[src/rtl/imem_uart_loader.sv]
// imem_uart_loader: receives 8N1 UART bytes, packs them little-endian into 32-bit words
// and writes them sequentially into instruction memory while load_en_i is high.
module imem_uart_loader #(
    parameter int CLK_HZ = 100_000_000,
    parameter int BAUD   = 115200,
    parameter int ADDR_W = 6,
    parameter int DEPTH  = 64
) (
    input  logic              clk,
    input  logic              rstn,
    input  logic              uart_rx_i,
    input  logic              load_en_i,
    output logic              im_we_o,
    output logic [ADDR_W-1:0] im_addr_o,
    output logic [31:0]       im_wd_o,
    output logic [ADDR_W:0]   word_cnt_o,
    output logic              busy_o,
    output logic              done_o,
    output logic              frame_err_o
);
    localparam int CPB = CLK_HZ / BAUD;
    localparam int CW = $clog2(CPB);
    localparam logic [CW-1:0] HALF = CW'(CPB / 2 - 1);
    localparam logic [CW-1:0] FULL = CW'(CPB - 1);

    typedef enum logic [2:0] {IDLE, START, DATA, STOP, WAIT_HI} state_t;

    state_t            state_q, state_d;
    logic [CW-1:0]     cnt_q, cnt_d;
    logic [2:0]        bit_q, bit_d;
    logic [7:0]        sh_q, sh_d;
    logic              rx_s1_q, rx_s2_q, rx_prev_q;
    logic              byte_ok, ferr_set;
    logic [1:0]        lane_q;
    logic [23:0]       word_q;
    logic [ADDR_W-1:0] addr_q, im_addr_q;
    logic [ADDR_W:0]   wcnt_q;
    logic [31:0]       im_wd_q;
    logic              we_q, done_q, ferr_q;

    // A start needs a falling edge, so a frame already mid-flight at enable is ignored
    always_comb begin
        state_d  = state_q;
        cnt_d    = cnt_q + CW'(1);
        bit_d    = bit_q;
        sh_d     = sh_q;
        byte_ok  = 1'b0;
        ferr_set = 1'b0;
        case (state_q)
            IDLE: begin
                cnt_d = '0;
                if (!rx_s2_q && rx_prev_q) state_d = START;
            end
            START: if (cnt_q == HALF) begin
                cnt_d   = '0;
                bit_d   = '0;
                state_d = rx_s2_q ? IDLE : DATA;
            end
            DATA: if (cnt_q == FULL) begin
                cnt_d = '0;
                sh_d  = {rx_s2_q, sh_q[7:1]};
                bit_d = bit_q + 3'(1);
                if (bit_q == 3'd7) state_d = STOP;
            end
            STOP: if (cnt_q == FULL) begin
                cnt_d    = '0;
                byte_ok  = rx_s2_q;
                ferr_set = !rx_s2_q;
                state_d  = rx_s2_q ? IDLE : WAIT_HI;
            end
            WAIT_HI: begin
                cnt_d = '0;
                if (rx_s2_q) state_d = IDLE;
            end
            default: state_d = IDLE;
        endcase
        if (!load_en_i) begin
            state_d  = IDLE;
            byte_ok  = 1'b0;
            ferr_set = 1'b0;
        end
    end

    always_ff @(posedge clk or negedge rstn) begin
        if (!rstn) begin
            rx_s1_q   <= 1'b1;
            rx_s2_q   <= 1'b1;
            rx_prev_q <= 1'b1;
            state_q   <= IDLE;
            cnt_q     <= '0;
            bit_q     <= '0;
            sh_q      <= '0;
            lane_q    <= '0;
            word_q    <= '0;
            addr_q    <= '0;
            wcnt_q    <= '0;
            we_q      <= 1'b0;
            im_addr_q <= '0;
            im_wd_q   <= '0;
            done_q    <= 1'b0;
            ferr_q    <= 1'b0;
        end else begin
            rx_s1_q   <= uart_rx_i;
            rx_s2_q   <= rx_s1_q;
            rx_prev_q <= rx_s2_q;
            state_q   <= state_d;
            cnt_q     <= cnt_d;
            bit_q     <= bit_d;
            sh_q      <= sh_d;
            we_q      <= 1'b0;
            if (!load_en_i) begin
                lane_q <= '0;
                addr_q <= '0;
                wcnt_q <= '0;
                done_q <= 1'b0;
                ferr_q <= 1'b0;
            end else begin
                if (ferr_set) ferr_q <= 1'b1;
                if (byte_ok && !done_q) begin
                    lane_q <= lane_q + 2'(1);
                    word_q <= {sh_q, word_q[23:8]};
                    if (lane_q == 2'd3) begin
                        we_q      <= 1'b1;
                        im_addr_q <= addr_q;
                        im_wd_q   <= {sh_q, word_q};
                    end
                end
                // Counters advance as the strobe ends
                if (we_q) begin
                    addr_q <= addr_q + ADDR_W'(1);
                    wcnt_q <= wcnt_q + (ADDR_W + 1)'(1);
                    if (wcnt_q + (ADDR_W + 1)'(1) == (ADDR_W + 1)'(DEPTH)) done_q <= 1'b1;
                end
            end
        end
    end

    assign im_we_o     = we_q;
    assign im_addr_o   = im_addr_q;
    assign im_wd_o     = im_wd_q;
    assign word_cnt_o  = wcnt_q;
    assign busy_o      = (state_q != IDLE);
    assign done_o      = done_q;
    assign frame_err_o = ferr_q;
endmodule

[config.mk]
export PLATFORM = sky130hd
export DESIGN_NAME = imem_uart_loader
export DESIGN_NICKNAME = d
export VERILOG_FILES = /design/src/rtl/imem_uart_loader.sv
export SDC_FILE = /design/constraint.sdc
export NUM_CORES = 1
export LEC_CHECK = 0
export CAP_MARGIN = 20
export CELL_PAD_IN_SITES_DETAIL_PLACEMENT = 1
export CELL_PAD_IN_SITES_GLOBAL_PLACEMENT = 2
export CORE_MARGIN = 1.5
export CORE_UTILIZATION = 36
export DETAILED_ROUTE_END_ITERATION = 16
export GPL_TIMING_DRIVEN = 1
export PLACE_DENSITY_LB_ADDON = 0.1
export SYNTH_ARGS = -nofsm -noshare
export SYNTH_HDL_FRONTEND = slang
export SYNTH_SLANG_ARGS = --single-unit
[constraint.sdc]
create_clock -name clk -period 2.6 [get_ports clk]
set_input_delay 0.52 -clock clk [delete_from_list [all_inputs] [get_ports clk]]
set_output_delay 0.52 -clock clk [all_outputs]
set_load 0.1 [all_outputs]
==> impl_metrics.py, run 1 <==
# Generated from Yosys and OpenROAD reports
metrics = {
    "yosys": {
        "syn-cell-area_um2": 4570,
        "ys_sh_simple_pct": 11.1,
        "postSynthSeqShare_pct": 58.7,
        "ys.flops": 107,
    },
    "setup_path": {
        "worst_r2r_path_depth": 6,
        "crit_chain": "ha_1 -> and4bb_1 -> and3_1 -> nand4_1 -> buf_12 -> mux2_1",
        "crit_path_start_kind": "flip-flop",
        "crit_type": "reg2reg",
        "rr_endpoint": "im_wd_o[21]$_DFFE_PN0P_",
        "critPathCapture": "im_wd_o[21]$_DFFE_PN0P_",
        "rrSetupSlack_ps": 430,
        "crit_family": "simple AND/OR/NAND/NOR gates",
    },
    "pwr": {
        "irDropWorstVdd_v": 0.000255,
        "p_comb_uw": 138,
        "p_int_mw": 2.37,
        "powerDensity_nw_per_um2": 566,
    },
    "cts": {
        "htree_levels": 3,
        "clock_sinks": 107,
        "worstSkewPairLatency_ps": 340,
        "clockBufferDepth": 2,
        "cts_resized": 0,
    },
    "floorplanning": {
        "die_w_um": 116,
        "num_rows": 40,
    },
    "layout": {
        "final_util_pct": 44.8,
        "nNonClkBuffers": 62,
        "n_antenna_cell": 0,
        "sh_seq_area_pct": 49.0,
        "combGateArea_um2": 1790,
    },
    "sta": {
        "fin_crit_sh_pct": 83.4,
        "hold_viol": 0,
        "final_max_slew_viol_count": 0,
        "period_needed_ps": 2170,
    },
    "min_path": {
        "min_path_type": "in2async",
    },
    "status": {
        "status": "finished clean",
    },
}
-- run 1: state kept, by name, summed over array words and instances, names as in the netlist --
signal / flops
addr_q: 6
im_we_o: 1
im_wd_o: 32
bit_q: 3
cnt_q: 10
rx_s2_q: 1
state_q: 3
lane_q: 2
frame_err_o: 1
im_addr_o: 6
sh_q: 8
rx_s1_q: 1
word_q: 24
done_o: 1
rx_prev_q: 1
word_cnt_o: 7
-- run 1: cell usage after synthesis (all sizes together), types with 2 or more instances --
| library cell | instances | area (um2) |
|---|---|---|
| xor2 | 8 | 70.1 |
| dfrtp | 104 | 2600 |
| xnor2 | 9 | 78.8 |
| nand2 | 15 | 56.3 |
| a21boi | 3 | 22.5 |
| o21a | 2 | 15.0 |
| and2 | 10 | 62.6 |
| buf | 9 | 72.6 |
| and4bb | 2 | 25.0 |
| mux2 | 71 | 837 |
| nand2b | 3 | 18.8 |
| nor2b | 3 | 18.8 |
| dfstp | 3 | 78.8 |
| ha | 7 | 87.6 |
| and3 | 5 | 31.3 |
| nor3b | 2 | 20.0 |
| inv | 4 | 15.0 |
| mux2i | 6 | 60.1 |
| nor2 | 13 | 48.8 |
| clkbuf | 4 | 15.0 |
| nand4 | 11 | 75.1 |
| nand3 | 7 | 35.0 |
| or3 | 4 | 25.0 |
| o21ai | 5 | 25.0 |
| and4 | 2 | 17.5 |
-- run 1: stage by stage --
step | cells | setup slack [ps]
floorplan | 330 | 462
global placement | 547 | 439
detailed placement | 547 | 403
CTS | 562 | 413
global route | 562 | 288
finish | 562 | 430
-- run 1: metal layers --
metal	global-route usage, %	up-vias	share of wire (%)
li1	-	1301	-
met1	21.4	1410	50
met2	22.3	40	46
met3	2.51	10	2.8
met4	6.10	0	1.6
met5	0	-	0
Figure 1. Metal 3 (run 1).
Scale bar: 20 um.
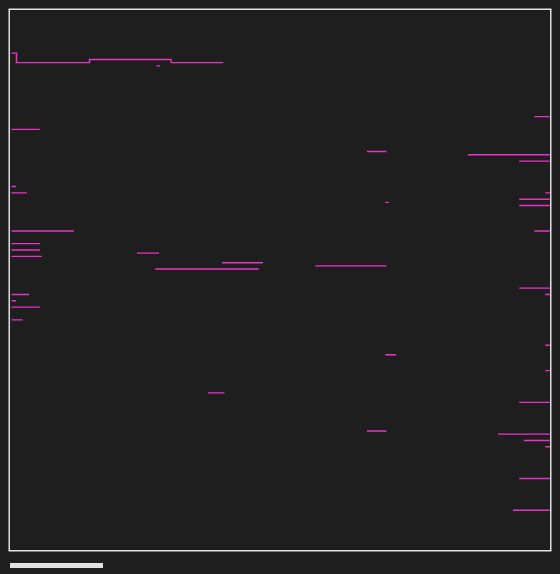
nets with wire on the layer	31
share of all routed wire	2.8%

Figure 2. Met1 routing (run 1).
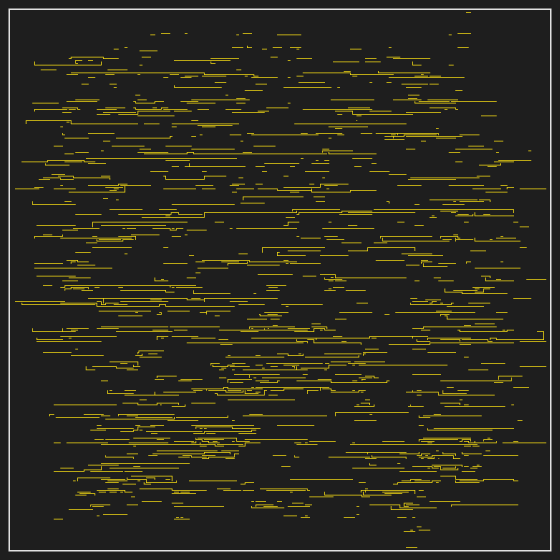
main direction	horizontal
longest straight run	32.2 um
share of all routed wire	50%
wire length on this layer	4430 um

Figure 3. Signal metal coverage by tile (run 1).
Scale bar: 20 um. The die is cut into 23 by 23 equal tiles; dark blue is low, red is high, scaled to the fullest tile. Values are wire area over tile area, all layers added.
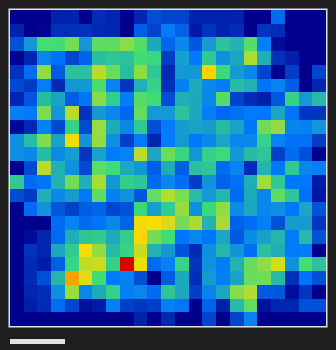
fullest tile	0.37
mean over tiles	0.10
densest ninth of the die	middle
emptiest ninth of the die	top right

==> inputs of run 2 (changes only) <==
==> constraint.sdc (replaced) <==
create_clock -name clk -period 2.1 [get_ports clk]
set_input_delay 0.42 -clock clk [delete_from_list [all_inputs] [get_ports clk]]
set_output_delay 0.42 -clock clk [all_outputs]
set_load 0.1 [all_outputs]
Figure 4. The clock network (run 2).
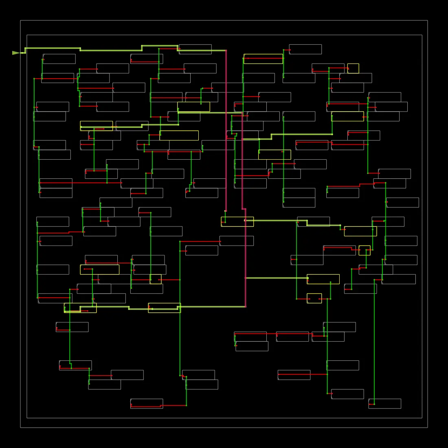
CLK BUF: 9
Worst Skew: 5.10 ps
P_clk: 1.99 mW
flop count: 107

Figure 5. Signal metal coverage by tile (run 2).
Scale bar: 20 um. The die is cut into 23 by 23 equal tiles; dark blue is low, red is high, scaled to the fullest tile. Values are wire area over tile area, all layers added.
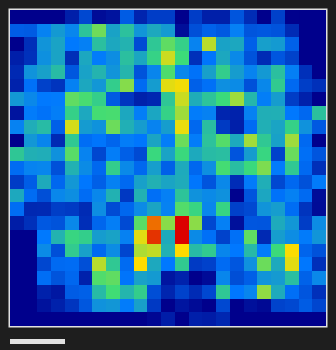
fullest tile	0.41
nearly empty tiles	11%
tiles over half the peak	9.1%
mean over tiles	0.11
emptiest ninth of the die	bottom left

==> run 2 against run 1 <==
Compared with the run above: die size is the same; clock-buffer cell count shrank 1; fmax grew 8.2%; synthesized area is the same.
==> impl_metrics.py, run 2 <==
# Generated from Yosys and OpenROAD reports
metrics = {
    "setup_path": {
        "crit_chain": "ha_1 -> and4bb_2 -> and3_1 -> nand4_1 -> buf_4 -> buf_12 -> mux2_2",
        "rr_endpoint": "im_wd_o[16]$_DFFE_PN0P_",
        "crit_type": "reg2reg",
        "critPathCapture": "im_wd_o[16]$_DFFE_PN0P_",
        "crit_path_start_kind": "flip-flop",
        "worst_r2r_path_depth": 7,
    },
    "detailed_routing": {
        "met1_length_um": 4460,
        "highest-signal-layer": "met4",
        "met2_length_um": 4460,
        "met3_length_um": 359,
    },
    "floorplanning": {
        "die_w_um": 116,
        "num_rows": 40,
    },
    "pwr": {
        "powerDensity_nw_per_um2": 746,
        "irDropWorstVdd_v": 0.000558,
    },
    "cts": {
        "htree_levels": 3,
        "clock_sinks": 107,
        "worstSkewPairLatency_ps": 350,
    },
    "global_route": {
        "grt-busiest-layer": "met2",
        "met1_usage_pct": 19.9,
        "use_met3_pct": 5.02,
        "grt.met2_usage_pct": 24.2,
    },
    "layout": {
        "combGateArea_um2": 1790,
        "largest_register_ffs": 32,
    },
    "yosys": {
        "most_common_cell": "dfrtp_1",
        "syn-cell-area_um2": 4570,
        "area_leaders": "dfrtp_1 (57%), mux2_2 (11%), mux2_1 (3.9%), mux2_4 (3.3%), ha_1 (1.9%)",
        "top_cell_area_share_pct": 57.0,
    },
    "sta": {
        "fin_crit_sh_pct": 95.5,
        "final_max_slew_viol_count": 0,
    },
    "status": {
        "status": "finished clean",
    },
    "min_path": {
        "min_path_type": "in2async",
    },
}
==> run 2: through the flow <==
| step | std cells | setup WS (ps) |
|---|---|---|
| final | 578 | 94.9 |
| after global routing | 578 | -2.42 |
| after CTS | 574 | 46.2 |
| after detailed placement | 558 | 30.4 |
| after global placement | 558 | 60.7 |
| after floorplan | 330 | 29.6 |
==> run 2: what timing repair did <==
item / 4_1_cts / 5_1_grt
setup endpoints to repair: 0 / 29
hold buffers: 0 / 0
resized: 0 / 4
setup buffers: 0 / 2
==> run 2: report_power, final <==
group / switching (mW) / total (mW) / internal (mW)
logic: 0.134 / 0.208 / 0.0734
clock network: 0.799 / 1.99 / 1.19
registers: 0.0200 / 2.10 / 2.08
==> run 2: cells by family (layout without fill, tap and decap cells) <==
kind of cell | after synthesis | after routing | synth area share, %
DFF | 107 | 107 | 58.7
and+or+nand+nor | 85 | 85 | 11.1
muxes | 77 | 77 | 19.6
AOI/OAI and AO/OA | 20 | 20 | 3.12
xor gates and xnor gates | 17 | 17 | 3.26
buffers and inverters | 17 | 97 | 2.25
adders and majority gates | 7 | 7 | 1.92
==> run 2: worst min path at each step <==
stage | startpoint | slack, ps | depth (start not counted) | endpoint
floorplan | rstn | 120 | 0 | addr_q[0]$_DFFE_PN0P_
global placement | rx_s1_q$_DFF_PN1_ | 350 | 0 | rx_s2_q$_DFF_PN1_
detailed placement | rx_s1_q$_DFF_PN1_ | 350 | 0 | rx_s2_q$_DFF_PN1_
CTS | rstn | 80 | 1 | word_cnt_o[6]$_DFFE_PN0P_
global route | rstn | 80 | 1 | word_cnt_o[6]$_DFFE_PN0P_
finish | rstn | 50 | 1 | word_cnt_o[6]$_DFFE_PN0P_
==> inputs of run 3 (changes only) <==
--- a/config.mk
+++ b/config.mk
@@ -9,7 +9,7 @@
 export CELL_PAD_IN_SITES_DETAIL_PLACEMENT = 1
 export CELL_PAD_IN_SITES_GLOBAL_PLACEMENT = 2
 export CORE_MARGIN = 1.5
-export CORE_UTILIZATION = 36
+export CORE_UTILIZATION = 31
 export DETAILED_ROUTE_END_ITERATION = 16
 export GPL_TIMING_DRIVEN = 1
 export PLACE_DENSITY_LB_ADDON = 0.1
Figure 6. Cells coloured by class (run 3).
Fill, decap, tap and diode cells in grey.
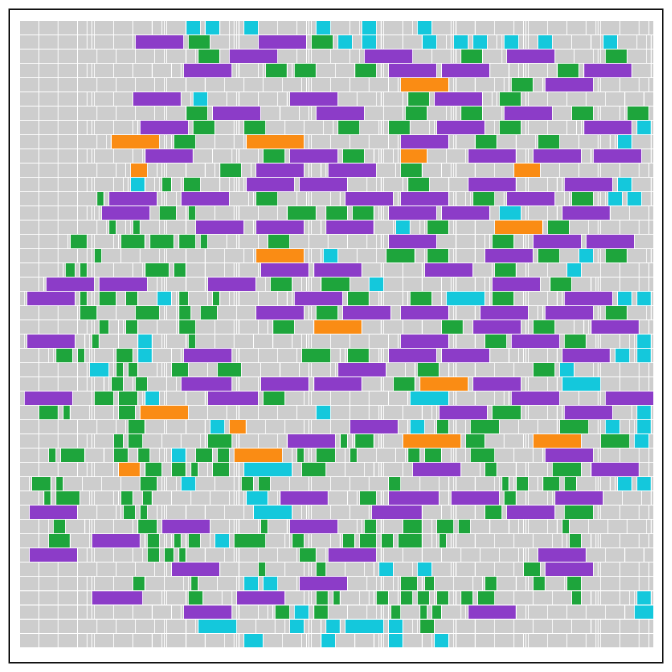
colour	class	cells
orange	clock drivers and dummy loads	16
green	all other logic	210
purple	flip-flops	107
cyan	other buffers and delay cells	72

Figure 7. Metal 3 (run 3).
Scale bar: 20 um.
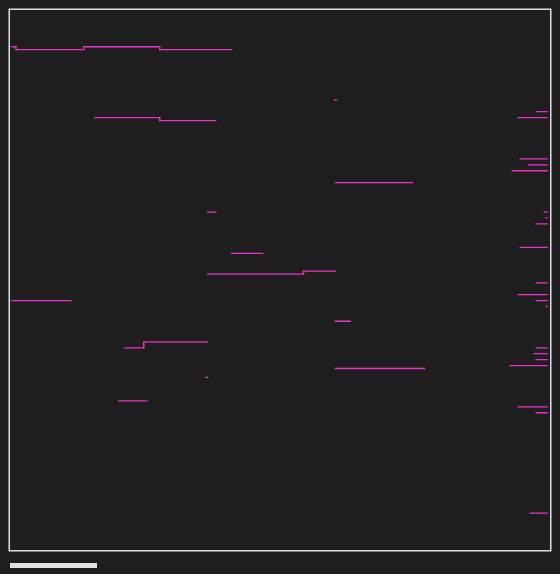
nets with wire on the layer	24
share of all routed wire	3.0%

==> run 3 against run 2 <==
Compared with the run above: critical path type unchanged; die size increased by 16%; first-iteration DRC count shrank 18%; highest routed layer unchanged; power shrank 1.7%; via count about the same.
==> impl_metrics.py, run 3 <==
# Generated from Yosys and OpenROAD reports
metrics = {
    "layout": {
        "largest_register_ffs": 32,
        "combGateArea_um2": 1790,
        "finalNonFillerCells": 589,
    },
    "cts": {
        "clock_sinks": 107,
        "htree_levels": 3,
    },
    "setup_path": {
        "crit_chain": "ha_1 -> and4bb_2 -> and3_1 -> nand4_1 -> buf_6 -> buf_12 -> mux2_2",
        "crit_type": "reg2reg",
        "crit_path_start_kind": "flip-flop",
        "rrSetupSlack_ps": 80,
        "worst_r2r_path_depth": 7,
    },
    "yosys": {
        "top_cell_area_share_pct": 57.0,
        "avgSynthCellArea_um2": 13.8,
        "most_common_cell": "dfrtp_1",
        "syn-cell-area_um2": 4570,
    },
    "pwr": {
        "switchingPower_uw": 944,
        "switching_share_pct": 22.4,
        "maxPowerGroup": "sequential cells",
        "combPwrFrac_pct": 4.7,
        "powerDensity_nw_per_um2": 740,
        "p_comb_uw": 200,
        "pg_seq_mw": 2.10,
        "p_clk_mw": 1.92,
        "power_frac_clock_pct": 45.5,
        "p_int_mw": 3.28,
        "irDropWorstVdd_v": 0.000363,
        "pwr-share-seq_pct": 49.8,
    },
    "detailed_routing": {
        "highest-signal-layer": "met4",
        "met2_length_um": 4490,
        "met3_length_um": 281,
        "met1_length_um": 4540,
    },
    "global_route": {
        "grt.met2_usage_pct": 20.5,
        "use_met3_pct": 3.78,
        "met1_usage_pct": 16.7,
    },
    "sta": {
        "final_max_slew_viol_count": 0,
        "fin_crit_sh_pct": 96.2,
        "fin_skew_ps": 8.18,
        "fin_ws_ps": 80.4,
    },
    "status": {
        "status": "finished clean",
    },
    "placement": {
        "dp_cells": 569,
        "dp_slack_ps": 34.2,
    },
    "min_path": {
        "hold_path.startpoint": "rx_s1_q$_DFF_PN1_",
    },
    "floorplanning": {
        "num_rows": 44,
    },
}
## run 3: cell types whose count changed in the layout (fill, tap and decap cells not counted)
| cell | before | now |
|---|---|---|
| buf_6 | 1 | 2 |
| inv_6 | 3 | 2 |
| buf_12 | 8 | 6 |
| buf_4 | 65 | 60 |
| bufinv_16 | 3 | 2 |
| dlygate4sd3_1 | 0 | 1 |
| clkbuf_8 | 0 | 2 |
## run 3: timing repair
item                                    4_1_cts  5_1_grt
buffers inserted                              0        1
hold endpoints to repair                     14        0
hold buffers                                  1        0
gates resized                                 0        5
endpoints found under the setup margin        0       25
## run 3: worst min-delay path by stage
| stage | cells after the start | end | slack [ps] |
|---|---|---|---|
| after global placement | 1 | word_cnt_o[6]$_DFFE_PN0P_ | 310 |
| after CTS | 0 | rx_s2_q$_DFF_PN1_ | 360 |
| final | 0 | rx_s2_q$_DFF_PN1_ | 360 |
| after floorplan | 0 | addr_q[0]$_DFFE_PN0P_ | 120 |
| after detailed placement | 1 | word_cnt_o[6]$_DFFE_PN0P_ | 310 |
| after global routing | 0 | rx_s2_q$_DFF_PN1_ | 360 |
## run 3: logic make-up (layout without fill, tap and decap cells)
| kind of cell | count (synthesis) | in the layout | share of synthesized area, % |
|---|---|---|---|
| AND-OR/OR-AND | 20 | 20 | 3.12 |
| XOR/XNOR | 17 | 17 | 3.26 |
| adder cells (fa/ha/maj) | 7 | 7 | 1.92 |
| buffers and inverters | 17 | 92 | 2.25 |
| flip-flops | 107 | 107 | 58.7 |
| multiplexers | 77 | 77 | 19.6 |
| AND/OR/NAND/NOR | 85 | 85 | 11.1 |
## run 3: final cells by class
class                   count  area share, %
multi-input cells         206           31.3
well taps                 184           4.04
flip-flops and latches    107           47.0
clock inverters             5           1.56
inverters                   4          0.263
clock buffers              11           4.43
repair buffers             72           11.4
Power figures rest on the tool's default switching activity, not on a simulated workload.
